**Routing congestion**

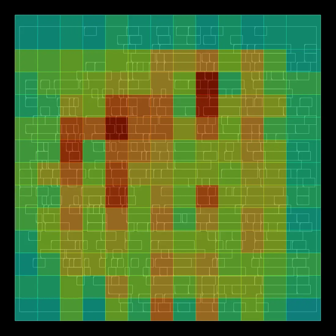
**Cell area per tile**

The die is cut into 9 by 9 equal tiles; black is low, pale yellow is high, 0 to 100% covered.
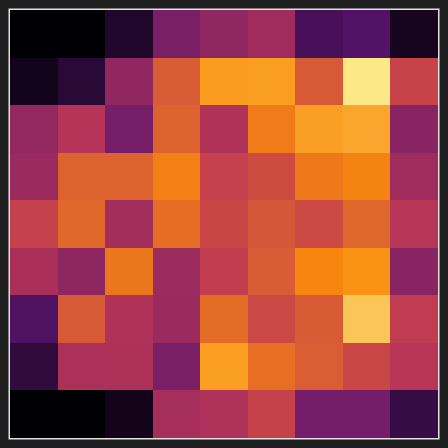
**Register map, names as in the netlist**

Other sequential cells in the stronger gray, the rest of the logic in the fainter gray.
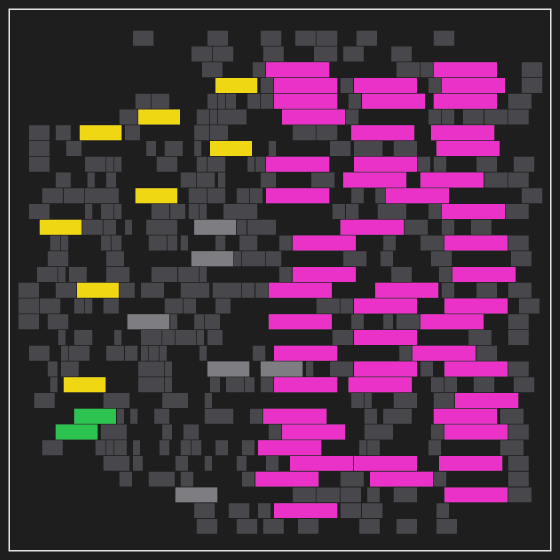
**Placed cells, one color a class**

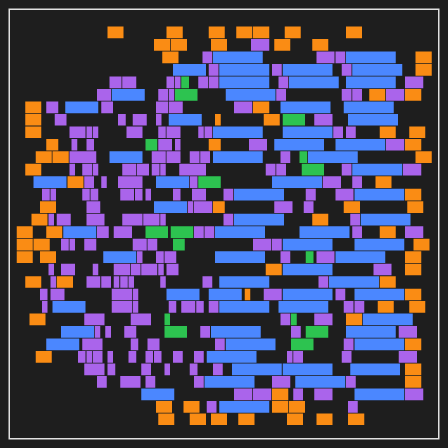
### src/rtl/mcu_pkg.sv
// ============================================================================
// mcu_pkg : shared widths, opcode field position and fetch-state encoding
// Rev 1.0
// ============================================================================
`default_nettype none

package mcu_pkg;

   localparam int INSTR_W    = 17;
   localparam int ADDR_W     = 8;
   localparam int OPCODE_MSB = 16;
   localparam int OPCODE_LSB = 12;
   localparam int OPCODE_W   = OPCODE_MSB - OPCODE_LSB + 1;

   localparam logic [OPCODE_W-1:0] HALT_OPCODE_DEFAULT = 5'h1F;

   typedef enum logic [1:0] {
      ST_IDLE   = 2'd0,
      ST_RUN    = 2'd1,
      ST_HALTED = 2'd2
   } fetch_state_t;

endpackage

`default_nettype wire

### src/rtl/fetch_fifo.sv
// ============================================================================
// fetch_fifo : synchronous FIFO with flush, head data exposed combinationally
// Rev 1.0
// ============================================================================
`default_nettype none

module fetch_fifo #(
   parameter int DEPTH = 2,
   parameter int WIDTH = 25
) (
   input  logic             clk,
   input  logic             reset,
   input  logic             flush,
   input  logic             push,
   input  logic             pop,
   input  logic [WIDTH-1:0] wr_data,
   output logic [WIDTH-1:0] rd_data,
   output logic             full,
   output logic             empty
);

   localparam int PTR_W = (DEPTH > 1) ? $clog2(DEPTH) : 1;
   localparam int CNT_W = $clog2(DEPTH + 1);
   localparam logic [CNT_W-1:0] FULL_CNT = CNT_W'(DEPTH);

   logic [WIDTH-1:0] storage [DEPTH];
   logic [PTR_W-1:0] wr_ptr;
   logic [PTR_W-1:0] rd_ptr;
   logic [CNT_W-1:0] count;

   // DEPTH is a power of two, so pointers wrap naturally at PTR_W bits.
   always_ff @(posedge clk) begin
      if (reset) begin
         for (int i = 0; i < DEPTH; i++) begin
            storage[i] <= '0;
         end
         wr_ptr <= '0;
         rd_ptr <= '0;
         count  <= '0;
      end else if (flush) begin
         wr_ptr <= '0;
         rd_ptr <= '0;
         count  <= '0;
      end else begin
         if (push) begin
            storage[wr_ptr] <= wr_data;
            wr_ptr          <= wr_ptr + PTR_W'(1);
         end
         if (pop) begin
            rd_ptr <= rd_ptr + PTR_W'(1);
         end
         case ({push, pop})
            2'b10:   count <= count + CNT_W'(1);
            2'b01:   count <= count - CNT_W'(1);
            default: count <= count;
         endcase
      end
   end

   assign rd_data = storage[rd_ptr];
   assign full    = (count == FULL_CNT);
   assign empty   = (count == '0);

endmodule

`default_nettype wire

### src/rtl/instr_fetch_unit.sv
// ============================================================================
// instr_fetch_unit : program counter, fetch FSM and decoder-facing buffer
// Rev 1.0
// ============================================================================
`default_nettype none

module instr_fetch_unit
   import mcu_pkg::*;
#(
   parameter int                  DEPTH       = 2,
   parameter logic [OPCODE_W-1:0] HALT_OPCODE = HALT_OPCODE_DEFAULT
) (
   input  logic               clk,
   input  logic               reset,
   input  logic               start,
   input  logic [ADDR_W-1:0]  start_pc,
   output logic [ADDR_W-1:0]  imem_addr,
   input  logic [INSTR_W-1:0] imem_instr,
   input  logic               redirect_valid,
   input  logic [ADDR_W-1:0]  redirect_pc,
   output logic               out_valid,
   input  logic               out_ready,
   output logic [INSTR_W-1:0] out_instr,
   output logic [ADDR_W-1:0]  out_pc,
   output logic               halted
);

   localparam int ENTRY_W = INSTR_W + ADDR_W;

   fetch_state_t        state;
   logic [ADDR_W-1:0]   fetch_pc;
   logic                fifo_full;
   logic                fifo_empty;
   logic                flush;
   logic                push;
   logic                pop;
   logic                is_halt;
   logic [ENTRY_W-1:0]  head;

   // A redirect voids any handshake in its cycle, so it suppresses both push and pop.
   assign flush   = redirect_valid & (state != ST_IDLE);
   assign pop     = ~fifo_empty & out_ready & ~flush;
   assign push    = (state == ST_RUN) & ~flush & (~fifo_full | pop);
   assign is_halt = (imem_instr[OPCODE_MSB:OPCODE_LSB] == HALT_OPCODE);

   fetch_fifo #(
      .DEPTH (DEPTH),
      .WIDTH (ENTRY_W)
   ) u_fifo (
      .clk     (clk),
      .reset   (reset),
      .flush   (flush),
      .push    (push),
      .pop     (pop),
      .wr_data ({imem_instr, fetch_pc}),
      .rd_data (head),
      .full    (fifo_full),
      .empty   (fifo_empty)
   );

   always_ff @(posedge clk) begin
      if (reset) begin
         state    <= ST_IDLE;
         fetch_pc <= '0;
         halted   <= 1'b0;
      end else begin
         case (state)
            ST_IDLE: begin
               if (start) begin
                  fetch_pc <= start_pc;
                  state    <= ST_RUN;
               end
            end
            ST_RUN: begin
               if (flush) begin
                  fetch_pc <= redirect_pc;
               end else if (push) begin
                  fetch_pc <= fetch_pc + ADDR_W'(1);
                  if (is_halt) begin
                     state  <= ST_HALTED;
                     halted <= 1'b1;
                  end
               end
            end
            ST_HALTED: begin
               if (flush) begin
                  fetch_pc <= redirect_pc;
                  state    <= ST_RUN;
                  halted   <= 1'b0;
               end
            end
            default: begin
               state  <= ST_IDLE;
               halted <= 1'b0;
            end
         endcase
      end
   end

   assign imem_addr = fetch_pc;
   assign out_valid = ~fifo_empty;
   assign out_instr = head[ENTRY_W-1:ADDR_W];
   assign out_pc    = head[ADDR_W-1:0];

endmodule

`default_nettype wire

### config.mk
export PLATFORM = sky130hd
export DESIGN_NAME = instr_fetch_unit
export DESIGN_NICKNAME = d
export VERILOG_FILES = /design/src/rtl/mcu_pkg.sv /design/src/rtl/fetch_fifo.sv /design/src/rtl/instr_fetch_unit.sv
export SDC_FILE = /design/constraint.sdc
export NUM_CORES = 1
export LEC_CHECK = 0
export CAP_MARGIN = 20
export CELL_PAD_IN_SITES_DETAIL_PLACEMENT = 0
export CELL_PAD_IN_SITES_GLOBAL_PLACEMENT = 1
export CORE_UTILIZATION = 40
export CTS_CLUSTER_SIZE = 40
export DETAILED_ROUTE_END_ITERATION = 8
export PLACE_DENSITY = 0.77
export RECOVER_POWER = 50
export SLEW_MARGIN = 25
export SYNTH_ARGS = -nofsm -noshare
export SYNTH_HDL_FRONTEND = slang
export SYNTH_SLANG_ARGS = --single-unit
### constraint.sdc
create_clock -name clk -period 3.7 [get_ports clk]
set_input_delay 0.37 -clock clk [delete_from_list [all_inputs] [get_ports clk]]
set_output_delay 0.37 -clock clk [all_outputs]
set_load 0.01 [all_outputs]
==> run notes <==
fresh numbers from the pnr run: Log Warnings 30, Max clock buf depth 2, yosys synthesis chip area roughly 3300 µm², Total Routing Usage GR 0.169, fp util 0.423, CTS Hold Bufs 0, power per cell area 435 nW/µm², Combinational Power Share 0.227, # port buffers just over 70, number of CTS-inserted buffers 9, ANT cells 0, core area around 7900 µm², RSZ-0062 raised after global routing false, Clock Tree Root clkbuf_8, final worst slack approximately 0.6 ns, Top delay family on crit path buffers and inverters, Pwr Total around 1.9 mW, max capacitance violation total 0, Hold/Removal Path Class register to register, first-pass GRT wire length roughly 11,000 µm, sw frac 0.282, Clk power 0.507 mW, placed cell area roughly 4100 µm², hold slack between 0.5 and 0.6 ns, CP max-delay cell clkbuf_1, seq pwr ~0.9 mW, Dominant flop cell edfxtp_1, Max VDD drop 0.000196 V, setup TNS 0 ns, fin area approximately 4300 µm², via count 2,309, Worst setup EP type output pin, Cells after Synth between 200 and 300, crit path cell chain clkbuf_1, mux2_2, dlygate4sd3_1, I/O Pins about 73, Setup Buffers After CTS 0, Sequential Power Share 0.500, Flops after synth between 60 and 70, Placed Cells around 440, number of global-route vias before repair roughly 2,200, Post-Synthesis Net Count around 320, CP peak stage delay 1.06 ns, Max Clock Skew between 0.007 and 0.008 ns, Post-Layout Cell Count 456, clk ins delay skew pair between 0.3 and 0.4 ns, Final Hold Viols 0, count of cell types in the netlist between 50 and 60, final core utilization 0.540, fmax 0.322 GHz, RePlAce Congestion between 0.7 and 0.8, CTS H-tree depth 3, comb pwr around 0.42 mW, initial antenna violation count 0, CTS tree built, Critical Path RT about 3.3 ns, Slew @ Worst Pin 1.46 ns, Resized Gates After CTS 0, power share of the clock group 0.274, CP bufs+invs 2, Die X 93.3 µm, overall overflow remaining after global route 0, arrival time worst endpoint 2.74 ns, R2R depth 8, crit path max fanout 25, drt drc 0, layout cells sized above 1 0.121, Pwr top sequential cells, Max-slew headroom 0.0261, initial drt markers 129, Wirelength per Cell 15.1 µm, status complete, no violations, Worst path depth 3, CP Launch Type register, DIE AREA between 8000 and 9000 µm², Reg clk slew, reported paths around 0.07 ns, post-DP HPWL 4540 µm, YS warnings 0
## Picture notes: 'routing congestion'
most used routing layer: met2
met2 usage: 0.271

## Picture notes: 'cell area per tile'
tiles over 75% full: 9.9%
nearly empty tiles: 4.9%
emptiest ninth of the die: top left

## Picture notes: 'register map, names as in the netlist'
legend:
  u_fifo.storage:
    color: magenta
    flops: 50
  imem_addr:
    color: yellow
    flops: 8
  state:
    color: green
    flops: 2

## Picture notes: 'placed cells, one color a class'
legend:
  remaining logic cells:
    color: purple
    cells: 195
  registers:
    color: blue
    cells: 66
  clock drivers and dummy loads:
    color: green
    cells: 16
  remaining buffers and delay cells:
    color: orange
    cells: 77

==> cell families after synthesis <==
kind of cell,count (synthesis),synth area share
XOR/XNOR,7,0.0184
adder cells (fa/ha/maj),6,0.0225
multiplexers,29,0.0972
AND-OR/OR-AND,38,0.0878
AND/OR/NAND/NOR,108,0.193
flip-flops,66,0.547
buffers and inverters,22,0.0342
==> routing by layer <==
| metal | global-route usage | wire length, µm | vias to the layer above |
|---|---|---|---|
| met5 | 0 | 0 | - |
| met4 | 0.0564 | 57 | 0 |
| met3 | 0.0431 | 326 | 5 |
| met2 | 0.271 | 3270 | 59 |
| met1 | 0.223 | 3230 | 1106 |
| li1 | - | - | 1139 |
==> Yosys cell counts, types with 2 or more instances <==
cell type,number,share of area
xor2_1,5,0.013
a211oi_1,2,0.0045
nor3_2,2,0.0060
xnor2_1,2,0.0053
nor2_1,12,0.014
mux2_1,7,0.024
a211o_1,3,0.0079
buf_2,4,0.0060
o21ai_0,3,0.0045
o21ai_1,2,0.0030
o41ai_1,2,0.0053
nand2b_1,2,0.0038
nor3_1,4,0.0060
nand3b_1,4,0.0090
a22oi_1,2,0.0045
a21oi_1,10,0.015
mux2_2,20,0.068
nor3b_1,2,0.0045
a221oi_1,3,0.0079
nor2b_1,2,0.0038
nand2_1,15,0.017
inv_1,6,0.0068
buf_4,4,0.0090
ha_1,6,0.023
and2_1,48,0.090
o21bai_1,2,0.0045
nand3_1,5,0.0075
mux2i_1,2,0.0060
edfxtp_1,50,0.45
clkbuf_1,5,0.0056
or3_1,3,0.0056
dfxtp_1,16,0.096
==> sequential cells by signal, summed over array words and instances, names as in the netlist, named ones only <==
register	cells
halted	1
imem_addr	8
u_fifo.count	2
u_fifo.rd_ptr	1
u_fifo.storage	50
state	2
u_fifo.wr_ptr	1
==> final cells by class <==
class,instances,area [µm²]
clock buffers,10,128
clock inverters,6,33.8
inverters,7,26.3
flip-flops and latches,66,1820
multi-input cells,188,1370
well taps,102,128
repair buffers,77,751
fillers,713,3630
==> final timing paths <==
check                             start                             endpoint  slack, ns
setup reg to reg  state[0]$_SDFFE_PP0P_  u_fifo.storage[1][19]$_SDFFCE_PN0P_       0.79
hold reg to reg   state[0]$_SDFFE_PP0P_                state[0]$_SDFFE_PP0P_       0.53
hold / removal    state[0]$_SDFFE_PP0P_                state[0]$_SDFFE_PP0P_       0.53
setup / recovery               register                        out_instr[10]       0.59
==> placed cells by master (no fill, tap or decap), types with 4 or more instances in the layout <==
| cell type | instances |
|---|---|
| o21ai_0 | 5 |
| xor2_1 | 5 |
| clkbuf_8 | 9 |
| clkdlybuf4s50_1 | 41 |
| and2_0 | 8 |
| a21oi_1 | 11 |
| edfxtp_1 | 50 |
| nand2_1 | 16 |
| dlygate4sd3_1 | 31 |
| nand3_1 | 5 |
| nand3b_1 | 4 |
| ha_1 | 6 |
| nor3_1 | 4 |
| dfxtp_1 | 16 |
| nor2_1 | 12 |
| mux2_1 | 9 |
| and2_1 | 40 |
| mux2_2 | 18 |
| inv_1 | 6 |
No activity file was given, so power comes from the tool's default toggle rates.
